port_trees.png
Drawn at 2 px/um.
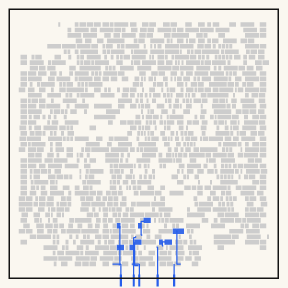
m2.png
Drawn at 4 px/um.
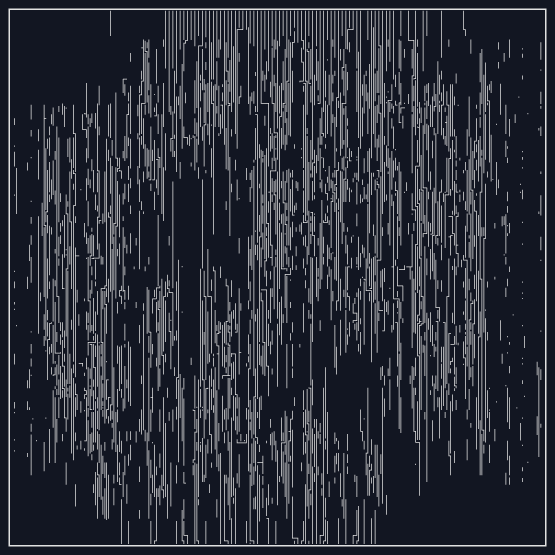
pinout.png
Drawn at 4 px/um. Pins as bars across the die edge, other pins in gray.
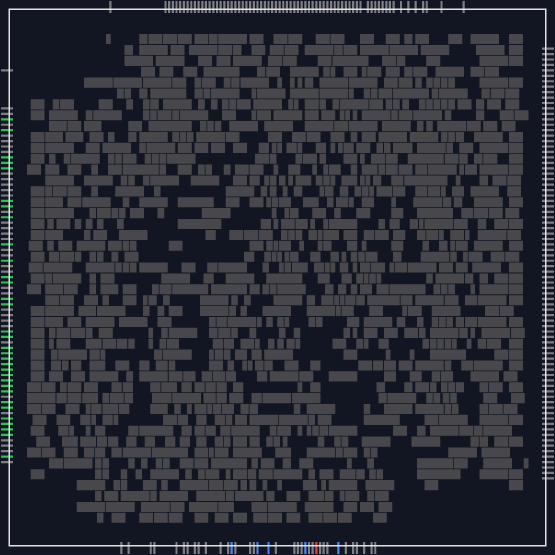
layers.png
Drawn at 2 px/um. Two of the layers only.
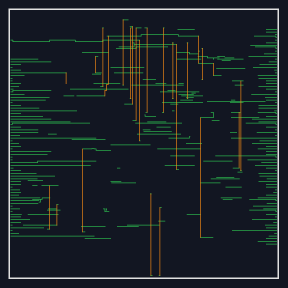
placed.png
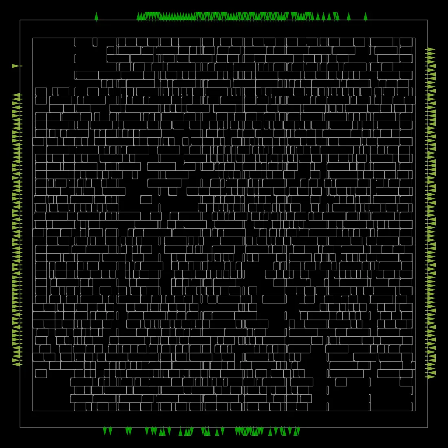
### src/rtl/mem_access_stage_if.sv
// Bundled EX-input, data-bus and write-back signals of the MEM stage.
// The master modport is the stage itself; slave is the surrounding pipeline and memory.
interface mem_access_stage_if #(
    parameter int unsigned W     = 32,
    parameter int unsigned REG_W = 5
);
    logic             ex_valid;
    logic             ex_ready;
    logic [W-1:0]     ex_result;
    logic [W-1:0]     ex_rt_val;
    logic [3:0]       ex_mem_op;
    logic [REG_W-1:0] ex_wb_reg;

    logic             dbus_req;
    logic             dbus_we;
    logic [W-1:0]     dbus_addr;
    logic [3:0]       dbus_be;
    logic [W-1:0]     dbus_wdata;
    logic             dbus_ack;
    logic [W-1:0]     dbus_rdata;

    logic             wb_valid;
    logic             wb_we;
    logic [REG_W-1:0] wb_reg;
    logic [W-1:0]     wb_data;
    logic             addr_err_load;
    logic             addr_err_store;
    logic [W-1:0]     badvaddr;

    modport master (
        input  ex_valid, ex_result, ex_rt_val, ex_mem_op, ex_wb_reg, dbus_ack, dbus_rdata,
        output ex_ready, dbus_req, dbus_we, dbus_addr, dbus_be, dbus_wdata,
               wb_valid, wb_we, wb_reg, wb_data, addr_err_load, addr_err_store, badvaddr
    );

    modport slave (
        output ex_valid, ex_result, ex_rt_val, ex_mem_op, ex_wb_reg, dbus_ack, dbus_rdata,
        input  ex_ready, dbus_req, dbus_we, dbus_addr, dbus_be, dbus_wdata,
               wb_valid, wb_we, wb_reg, wb_data, addr_err_load, addr_err_store, badvaddr
    );
endinterface

### src/rtl/mem_access_stage.sv
// MEM pipeline stage: single-outstanding load/store bus access, load alignment/extension,
// misalignment detection, one write-back record per accepted op.
module mem_access_stage #(
    parameter int unsigned W     = 32,
    parameter int unsigned REG_W = 5
) (
    input logic                clk,
    input logic                rst,
    mem_access_stage_if.master bus
);
    localparam logic [3:0] OP_LB  = 4'd1;
    localparam logic [3:0] OP_LBU = 4'd2;
    localparam logic [3:0] OP_LH  = 4'd3;
    localparam logic [3:0] OP_LHU = 4'd4;
    localparam logic [3:0] OP_LW  = 4'd5;
    localparam logic [3:0] OP_SB  = 4'd8;
    localparam logic [3:0] OP_SH  = 4'd9;
    localparam logic [3:0] OP_SW  = 4'd10;

    typedef enum logic {S_IDLE, S_BUS} state_e;

    state_e           state_q, state_d;
    logic             req_q, req_d;
    logic             we_q, we_d;
    logic [W-1:0]     addr_q, addr_d;
    logic [3:0]       be_q, be_d;
    logic [W-1:0]     wdata_q, wdata_d;
    logic [3:0]       op_q, op_d;
    logic [1:0]       lane_q, lane_d;
    logic [REG_W-1:0] reg_q, reg_d;
    logic             wb_valid_q, wb_valid_d;
    logic             wb_we_q, wb_we_d;
    logic [REG_W-1:0] wb_reg_q, wb_reg_d;
    logic [W-1:0]     wb_data_q, wb_data_d;
    logic             err_ld_q, err_ld_d;
    logic             err_st_q, err_st_d;
    logic [W-1:0]     badvaddr_q, badvaddr_d;

    logic             is_load, is_store, misaligned;
    logic [7:0]       rd_byte;
    logic [15:0]      rd_half;
    logic [W-1:0]     load_val;

    // Decode of the op currently offered by EX
    always_comb begin
        is_load    = 1'b0;
        is_store   = 1'b0;
        misaligned = 1'b0;
        case (bus.ex_mem_op)
            OP_LB, OP_LBU: is_load = 1'b1;
            OP_LH, OP_LHU: begin is_load  = 1'b1; misaligned = bus.ex_result[0];    end
            OP_LW:         begin is_load  = 1'b1; misaligned = |bus.ex_result[1:0]; end
            OP_SB:         is_store = 1'b1;
            OP_SH:         begin is_store = 1'b1; misaligned = bus.ex_result[0];    end
            OP_SW:         begin is_store = 1'b1; misaligned = |bus.ex_result[1:0]; end
            default: ;
        endcase
    end

    // Lane extraction uses the address latched at accept, not the live EX input
    always_comb begin
        rd_byte  = bus.dbus_rdata[8*lane_q +: 8];
        rd_half  = bus.dbus_rdata[16*lane_q[1] +: 16];
        load_val = bus.dbus_rdata;
        case (op_q)
            OP_LB:   load_val = {{(W-8){rd_byte[7]}}, rd_byte};
            OP_LBU:  load_val = {{(W-8){1'b0}}, rd_byte};
            OP_LH:   load_val = {{(W-16){rd_half[15]}}, rd_half};
            OP_LHU:  load_val = {{(W-16){1'b0}}, rd_half};
            default: load_val = bus.dbus_rdata;
        endcase
    end

    always_comb begin
        state_d    = state_q;
        req_d      = req_q;
        we_d       = we_q;
        addr_d     = addr_q;
        be_d       = be_q;
        wdata_d    = wdata_q;
        op_d       = op_q;
        lane_d     = lane_q;
        reg_d      = reg_q;
        wb_valid_d = 1'b0;
        wb_we_d    = 1'b0;
        wb_reg_d   = wb_reg_q;
        wb_data_d  = '0;
        err_ld_d   = 1'b0;
        err_st_d   = 1'b0;
        badvaddr_d = '0;

        case (state_q)
            S_IDLE: begin
                if (bus.ex_valid) begin
                    if (!is_load && !is_store) begin
                        wb_valid_d = 1'b1;
                        wb_we_d    = 1'b1;
                        wb_reg_d   = bus.ex_wb_reg;
                        wb_data_d  = bus.ex_result;
                    end else if (misaligned) begin
                        wb_valid_d = 1'b1;
                        wb_reg_d   = bus.ex_wb_reg;
                        err_ld_d   = is_load;
                        err_st_d   = is_store;
                        badvaddr_d = bus.ex_result;
                    end else begin
                        state_d = S_BUS;
                        req_d   = 1'b1;
                        we_d    = is_store;
                        addr_d  = {bus.ex_result[W-1:2], 2'b00};
                        op_d    = bus.ex_mem_op;
                        lane_d  = bus.ex_result[1:0];
                        reg_d   = bus.ex_wb_reg;
                        be_d    = 4'b1111;
                        wdata_d = bus.ex_rt_val;
                        if (bus.ex_mem_op == OP_SB) begin
                            be_d    = 4'b0001 << bus.ex_result[1:0];
                            wdata_d = {(W/8){bus.ex_rt_val[7:0]}};
                        end else if (bus.ex_mem_op == OP_SH) begin
                            be_d    = bus.ex_result[1] ? 4'b1100 : 4'b0011;
                            wdata_d = {(W/16){bus.ex_rt_val[15:0]}};
                        end
                    end
                end
            end
            S_BUS: begin
                if (bus.dbus_ack) begin
                    state_d    = S_IDLE;
                    req_d      = 1'b0;
                    wb_valid_d = 1'b1;
                    wb_we_d    = !we_q;
                    wb_reg_d   = reg_q;
                    wb_data_d  = we_q ? '0 : load_val;
                end
            end
            default: state_d = S_IDLE;
        endcase
    end

    always_ff @(posedge clk) begin
        if (rst) begin
            state_q    <= S_IDLE;
            req_q      <= 1'b0;
            we_q       <= 1'b0;
            addr_q     <= '0;
            be_q       <= '0;
            wdata_q    <= '0;
            op_q       <= '0;
            lane_q     <= '0;
            reg_q      <= '0;
            wb_valid_q <= 1'b0;
            wb_we_q    <= 1'b0;
            wb_reg_q   <= '0;
            wb_data_q  <= '0;
            err_ld_q   <= 1'b0;
            err_st_q   <= 1'b0;
            badvaddr_q <= '0;
        end else begin
            state_q    <= state_d;
            req_q      <= req_d;
            we_q       <= we_d;
            addr_q     <= addr_d;
            be_q       <= be_d;
            wdata_q    <= wdata_d;
            op_q       <= op_d;
            lane_q     <= lane_d;
            reg_q      <= reg_d;
            wb_valid_q <= wb_valid_d;
            wb_we_q    <= wb_we_d;
            wb_reg_q   <= wb_reg_d;
            wb_data_q  <= wb_data_d;
            err_ld_q   <= err_ld_d;
            err_st_q   <= err_st_d;
            badvaddr_q <= badvaddr_d;
        end
    end

    assign bus.ex_ready       = (state_q == S_IDLE);
    assign bus.dbus_req       = req_q;
    assign bus.dbus_we        = we_q;
    assign bus.dbus_addr      = addr_q;
    assign bus.dbus_be        = be_q;
    assign bus.dbus_wdata     = wdata_q;
    assign bus.wb_valid       = wb_valid_q;
    assign bus.wb_we          = wb_we_q;
    assign bus.wb_reg         = wb_reg_q;
    assign bus.wb_data        = wb_data_q;
    assign bus.addr_err_load  = err_ld_q;
    assign bus.addr_err_store = err_st_q;
    assign bus.badvaddr       = badvaddr_q;
endmodule

### src/flat_wrapper.sv
// flat-port wrapper written by rule: the top's interface ports become plain ports
module mem_access_stage_flat 
#(
    parameter int unsigned W     = 32,
    parameter int unsigned REG_W = 5
)
  (clk, rst, bus_ex_valid, bus_ex_result, bus_ex_rt_val, bus_ex_mem_op, bus_ex_wb_reg, bus_dbus_ack, bus_dbus_rdata, bus_ex_ready, bus_dbus_req, bus_dbus_we, bus_dbus_addr, bus_dbus_be, bus_dbus_wdata, bus_wb_valid, bus_wb_we, bus_wb_reg, bus_wb_data, bus_addr_err_load, bus_addr_err_store, bus_badvaddr);
  mem_access_stage_if #(.W(W), .REG_W(REG_W)) bus_i ();
  input logic clk;
  input logic rst;
  input wire logic [$bits(bus_i.ex_valid)-1:0] bus_ex_valid;
  input wire logic [$bits(bus_i.ex_result)-1:0] bus_ex_result;
  input wire logic [$bits(bus_i.ex_rt_val)-1:0] bus_ex_rt_val;
  input wire logic [$bits(bus_i.ex_mem_op)-1:0] bus_ex_mem_op;
  input wire logic [$bits(bus_i.ex_wb_reg)-1:0] bus_ex_wb_reg;
  input wire logic [$bits(bus_i.dbus_ack)-1:0] bus_dbus_ack;
  input wire logic [$bits(bus_i.dbus_rdata)-1:0] bus_dbus_rdata;
  output wire logic [$bits(bus_i.ex_ready)-1:0] bus_ex_ready;
  output wire logic [$bits(bus_i.dbus_req)-1:0] bus_dbus_req;
  output wire logic [$bits(bus_i.dbus_we)-1:0] bus_dbus_we;
  output wire logic [$bits(bus_i.dbus_addr)-1:0] bus_dbus_addr;
  output wire logic [$bits(bus_i.dbus_be)-1:0] bus_dbus_be;
  output wire logic [$bits(bus_i.dbus_wdata)-1:0] bus_dbus_wdata;
  output wire logic [$bits(bus_i.wb_valid)-1:0] bus_wb_valid;
  output wire logic [$bits(bus_i.wb_we)-1:0] bus_wb_we;
  output wire logic [$bits(bus_i.wb_reg)-1:0] bus_wb_reg;
  output wire logic [$bits(bus_i.wb_data)-1:0] bus_wb_data;
  output wire logic [$bits(bus_i.addr_err_load)-1:0] bus_addr_err_load;
  output wire logic [$bits(bus_i.addr_err_store)-1:0] bus_addr_err_store;
  output wire logic [$bits(bus_i.badvaddr)-1:0] bus_badvaddr;
  assign bus_i.ex_valid = bus_ex_valid;
  assign bus_i.ex_result = bus_ex_result;
  assign bus_i.ex_rt_val = bus_ex_rt_val;
  assign bus_i.ex_mem_op = bus_ex_mem_op;
  assign bus_i.ex_wb_reg = bus_ex_wb_reg;
  assign bus_i.dbus_ack = bus_dbus_ack;
  assign bus_i.dbus_rdata = bus_dbus_rdata;
  assign bus_ex_ready = bus_i.ex_ready;
  assign bus_dbus_req = bus_i.dbus_req;
  assign bus_dbus_we = bus_i.dbus_we;
  assign bus_dbus_addr = bus_i.dbus_addr;
  assign bus_dbus_be = bus_i.dbus_be;
  assign bus_dbus_wdata = bus_i.dbus_wdata;
  assign bus_wb_valid = bus_i.wb_valid;
  assign bus_wb_we = bus_i.wb_we;
  assign bus_wb_reg = bus_i.wb_reg;
  assign bus_wb_data = bus_i.wb_data;
  assign bus_addr_err_load = bus_i.addr_err_load;
  assign bus_addr_err_store = bus_i.addr_err_store;
  assign bus_badvaddr = bus_i.badvaddr;
  mem_access_stage #(.W(W), .REG_W(REG_W)) u_core (.clk(clk), .rst(rst), .bus(bus_i));
endmodule
### config.mk
export PLATFORM = sky130hd
export DESIGN_NAME = mem_access_stage_flat
export DESIGN_NICKNAME = d
export VERILOG_FILES = /design/src/rtl/mem_access_stage_if.sv /design/src/rtl/mem_access_stage.sv /design/src/flat_wrapper.sv
export SDC_FILE = /design/constraint.sdc
export NUM_CORES = 1
export LEC_CHECK = 0
export CAP_MARGIN = 5
export CORE_MARGIN = 4
export CORE_UTILIZATION = 44
export DETAILED_ROUTE_END_ITERATION = 10
export PLACE_DENSITY = 0.79
export SETUP_SLACK_MARGIN = 0.1
export SYNTH_ARGS = -nofsm -noshare
export SYNTH_HDL_FRONTEND = slang
export SYNTH_SLANG_ARGS = --single-unit
### constraint.sdc
create_clock -name clk -period 3.6 [get_ports clk]
set_clock_uncertainty 0.2 [all_clocks]
set_input_delay 1.08 -clock clk [delete_from_list [all_inputs] [get_ports clk]]
set_output_delay 1.08 -clock clk [all_outputs]
set_load 0.02 [all_outputs]
==> run_summary.xml <==
<?xml version="1.0" encoding="UTF-8"?>
<metrics>
  <group name="status">
    <metric name="run_status" unit="">completed</metric>
  </group>
  <group name="die">
    <metric name="pin_count" unit="">253</metric>
    <metric name="fp_util" unit="%">45.3</metric>
    <metric name="rows" unit="">45</metric>
    <metric name="core-area" unit="mm^2">0.0154</metric>
  </group>
  <group name="power_and_ir_drop">
    <metric name="power.combinational.fraction" unit="%">18.2</metric>
    <metric name="power.net_switching" unit="mW">1.21</metric>
    <metric name="p_total" unit="mW">4.57</metric>
    <metric name="cell_internal_pwr" unit="mW">3.37</metric>
    <metric name="p_leak" unit="nW">3.66</metric>
  </group>
  <group name="setup_path">
    <metric name="cell_repeated_most_along_the_worst_path" unit="">nand2_1</metric>
    <metric name="cell_by_cell_trace_of_the_critical_path" unit="">clkdlybuf4s50_1 -&gt; buf_4 -&gt; nor4_1 -&gt; a221oi_1 -&gt; nor3_2 -&gt; nand2_1 -&gt; nand2_1</metric>
    <metric name="arrival" unit="ps">3260</metric>
    <metric name="critical_path.reg2reg.endpoint" unit="">u_core.bus.wb_data[20]$_SDFF_PP0_</metric>
    <metric name="worstSetupEndpointType" unit="">flop</metric>
    <metric name="required" unit="ps">3780</metric>
  </group>
  <group name="final_timing">
    <metric name="timing.setup.tns" unit="ps">0</metric>
    <metric name="worst_margin_slew" unit="ps">1030</metric>
    <metric name="hold_slack" unit="ps">266</metric>
  </group>
  <group name="route">
    <metric name="wl_met3" unit="um">2370</metric>
    <metric name="met2_length" unit="um">11100</metric>
    <metric name="detailedRoute.firstIterationViolations" unit="">472</metric>
    <metric name="wirelength_met1" unit="um">9290</metric>
  </group>
  <group name="place">
    <metric name="place.gp.congestion" unit="">0.893</metric>
    <metric name="place.detailed.hpwl" unit="um">16900</metric>
  </group>
  <group name="finish">
    <metric name="drive_gt1_share" unit="%">10.7</metric>
    <metric name="nets" unit="">1136</metric>
    <metric name="layout.cells.most_common_list" unit="">249 x clkdlybuf4s50_1, 153 x dfxtp_1, 84 x a21oi_1, 58 x o21ai_0, 58 x nand3_1</metric>
  </group>
  <group name="clocking">
    <metric name="cts_resized" unit="">0</metric>
    <metric name="ctsHoldBuffers" unit="">0</metric>
    <metric name="cts.sink_count" unit="">153</metric>
    <metric name="cts_max_path_buffers" unit="">2</metric>
    <metric name="cts.repair_timing.setup_buffer_count" unit="">0</metric>
    <metric name="cts_buffers" unit="">17</metric>
    <metric name="clock_h_tree_levels" unit="">4</metric>
    <metric name="clk-insertion-delay-late" unit="ps">430</metric>
  </group>
  <group name="global_route">
    <metric name="grt_pass1_wl" unit="um">36400</metric>
  </group>
  <group name="min_path">
    <metric name="timing.hold.worst.class" unit="">flop to flop</metric>
    <metric name="timing.hold.worst_endpoint" unit="">u_core.bus.dbus_addr[2]$_SDFFE_PP0P_</metric>
    <metric name="hold-path-cell-count" unit="">2</metric>
  </group>
  <group name="yosys">
    <metric name="synth_area" unit="mm^2">0.00696</metric>
    <metric name="synth.top_cells.by_area" unit="">dfxtp_1 44%, a21oi_1 6.1%, nand3_1 4.2%</metric>
    <metric name="top_area_contributor_share" unit="%">44.0</metric>
    <metric name="syn_avg_cell_area" unit="um^2">8.65</metric>
    <metric name="synth-edff-count" unit="">0</metric>
    <metric name="yosysCellCount" unit="">804</metric>
  </group>
  <group name="job">
    <metric name="warning_count" unit="">26</metric>
  </group>
</metrics>
-- port_trees.png (at the start) --
Key: blue = `bus_ex_wb_reg` [bits 5, direction input, end cells 10, wire 131 um]

-- m2.png (at the start) --
The layer carries 11100 um of wire. The wires run mostly vertical. The longest straight run is 52.4 um.

-- pinout.png (at the start) --
Key: green = `bus_ex_rt_val` [pins 32, direction input, edge left]; red = `bus_dbus_ack` [pins 1, direction input, edge bottom]; blue = `bus_ex_wb_reg` [pins 5, direction input, edge bottom]
All pins by edge: 80 right, 70 top, 67 left, 36 bottom.
die y size: 134 um
Die Width: 134 um
# port buffers: 250

-- layers.png (at the start) --
Key: green = M3 [wire length 2370 um]; orange = M4 [wire length 797 um]
routed length per placed instance: 18.9 um
total via count after detailed routing: 7116
Total Routing Usage GR: 25.8%
wire length after detailed routing: 23600 um

-- placed.png (at the start) --
share of cell area taken by flip-flops and latches: 29.6%
TAP cells: 211
sequential cell count of the final layout: 153

==> synthesized netlist by cell type (3+ instances only) <==
cell type	instances
dfxtp_1	153
a21oi_1	85
nand3_1	59
o21ai_0	58
nor2_1	57
clkbuf_1	53
nand2_1	36
and2_1	33
mux2i_1	27
nor3_1	23
nand2b_1	22
buf_2	18
o32ai_1	17
o21bai_1	14
mux2_2	12
a211oi_2	10
nor2b_1	10
a211o_1	9
a32o_1	9
inv_1	9
o211ai_1	8
a211oi_1	7
o2111ai_1	7
o22ai_1	7
o221a_2	6
buf_1	4
buf_4	4
a21o_1	3
a311oi_1	3
a31oi_1	3
buf_6	3
nor3b_1	3
==> stage by stage <==
stage,cell area (um^2),util (%),instances
floorplan,6960,-,805
global placement,9700,63.1,1219
detailed placement,9700,63.1,1219
CTS,10300,67.2,1251
global route,10300,67.2,1251
finish,10300,67.2,1251
==> worst max-delay path by stage <==
stage	from	endpoint	slack, ps
2_1_floorplan	bus_ex_mem_op[1]	u_core.reg_q[0]$_SDFFE_PP0P_	600
3_3_place_gp	bus_ex_mem_op[2]	u_core.bus.badvaddr[18]$_SDFF_PP0_	150
3_5_place_dp	bus_ex_mem_op[0]	u_core.bus.wb_data[10]$_SDFF_PP0_	80
4_1_cts	bus_ex_mem_op[0]	u_core.bus.wb_data[10]$_SDFF_PP0_	550
5_1_grt	bus_ex_mem_op[0]	u_core.bus.wb_data[13]$_SDFF_PP0_	400
6_report	bus_ex_mem_op[0]	u_core.bus.wb_data[10]$_SDFF_PP0_	520
==> per-layer routing <==
layer	vias to the layer above	GRT usage, %
met5	-	0
met2	360	41.7
met4	2	11.9
met3	56	8.46
li1	3343	-
met1	3355	31.1
==> power by group through the flow <==
stage / Combinational, mW / Clock, mW / Sequential (mW)
2_1_floorplan: 0.346 / 0 / 1.94
3_3_place_gp: 0.815 / 0 / 1.86
3_5_place_dp: 0.827 / 0 / 1.86
4_1_cts: 0.831 / 1.94 / 1.83
5_1_grt: 0.891 / 2.01 / 1.84
6_report: 0.832 / 1.92 / 1.83
==> final cells by class <==
type	instances	area, um^2
Clock buffer	20	457
Clock inverter	12	173
Fill cell	1298	5040
Inverter	10	37.5
Multi-Input combinational cell	559	3520
Sequential cell	153	3060
Tap cell	211	264
Timing Repair Buffer	286	2820
==> kinds of logic (layout without fill, tap and decap cells) <==
group | after synthesis | after routing | synth area share (%)
compound gates | 259 | 259 | 24.9
simple gates | 256 | 256 | 18.7
flops | 153 | 153 | 44.0
buf+inv | 93 | 328 | 5.90
mux | 40 | 40 | 6.15
xor+xnor | 2 | 2 | 0.252
other cells | 1 | 2 | 0.0539
==> worst max-delay path: cells and delay by family <==
family	cells	cell delay [ps]
AND-OR/OR-AND	1	110
buffers and inverters	2	680
AND/OR/NAND/NOR	4	1380
Power is estimated from default activity; no workload was simulated.
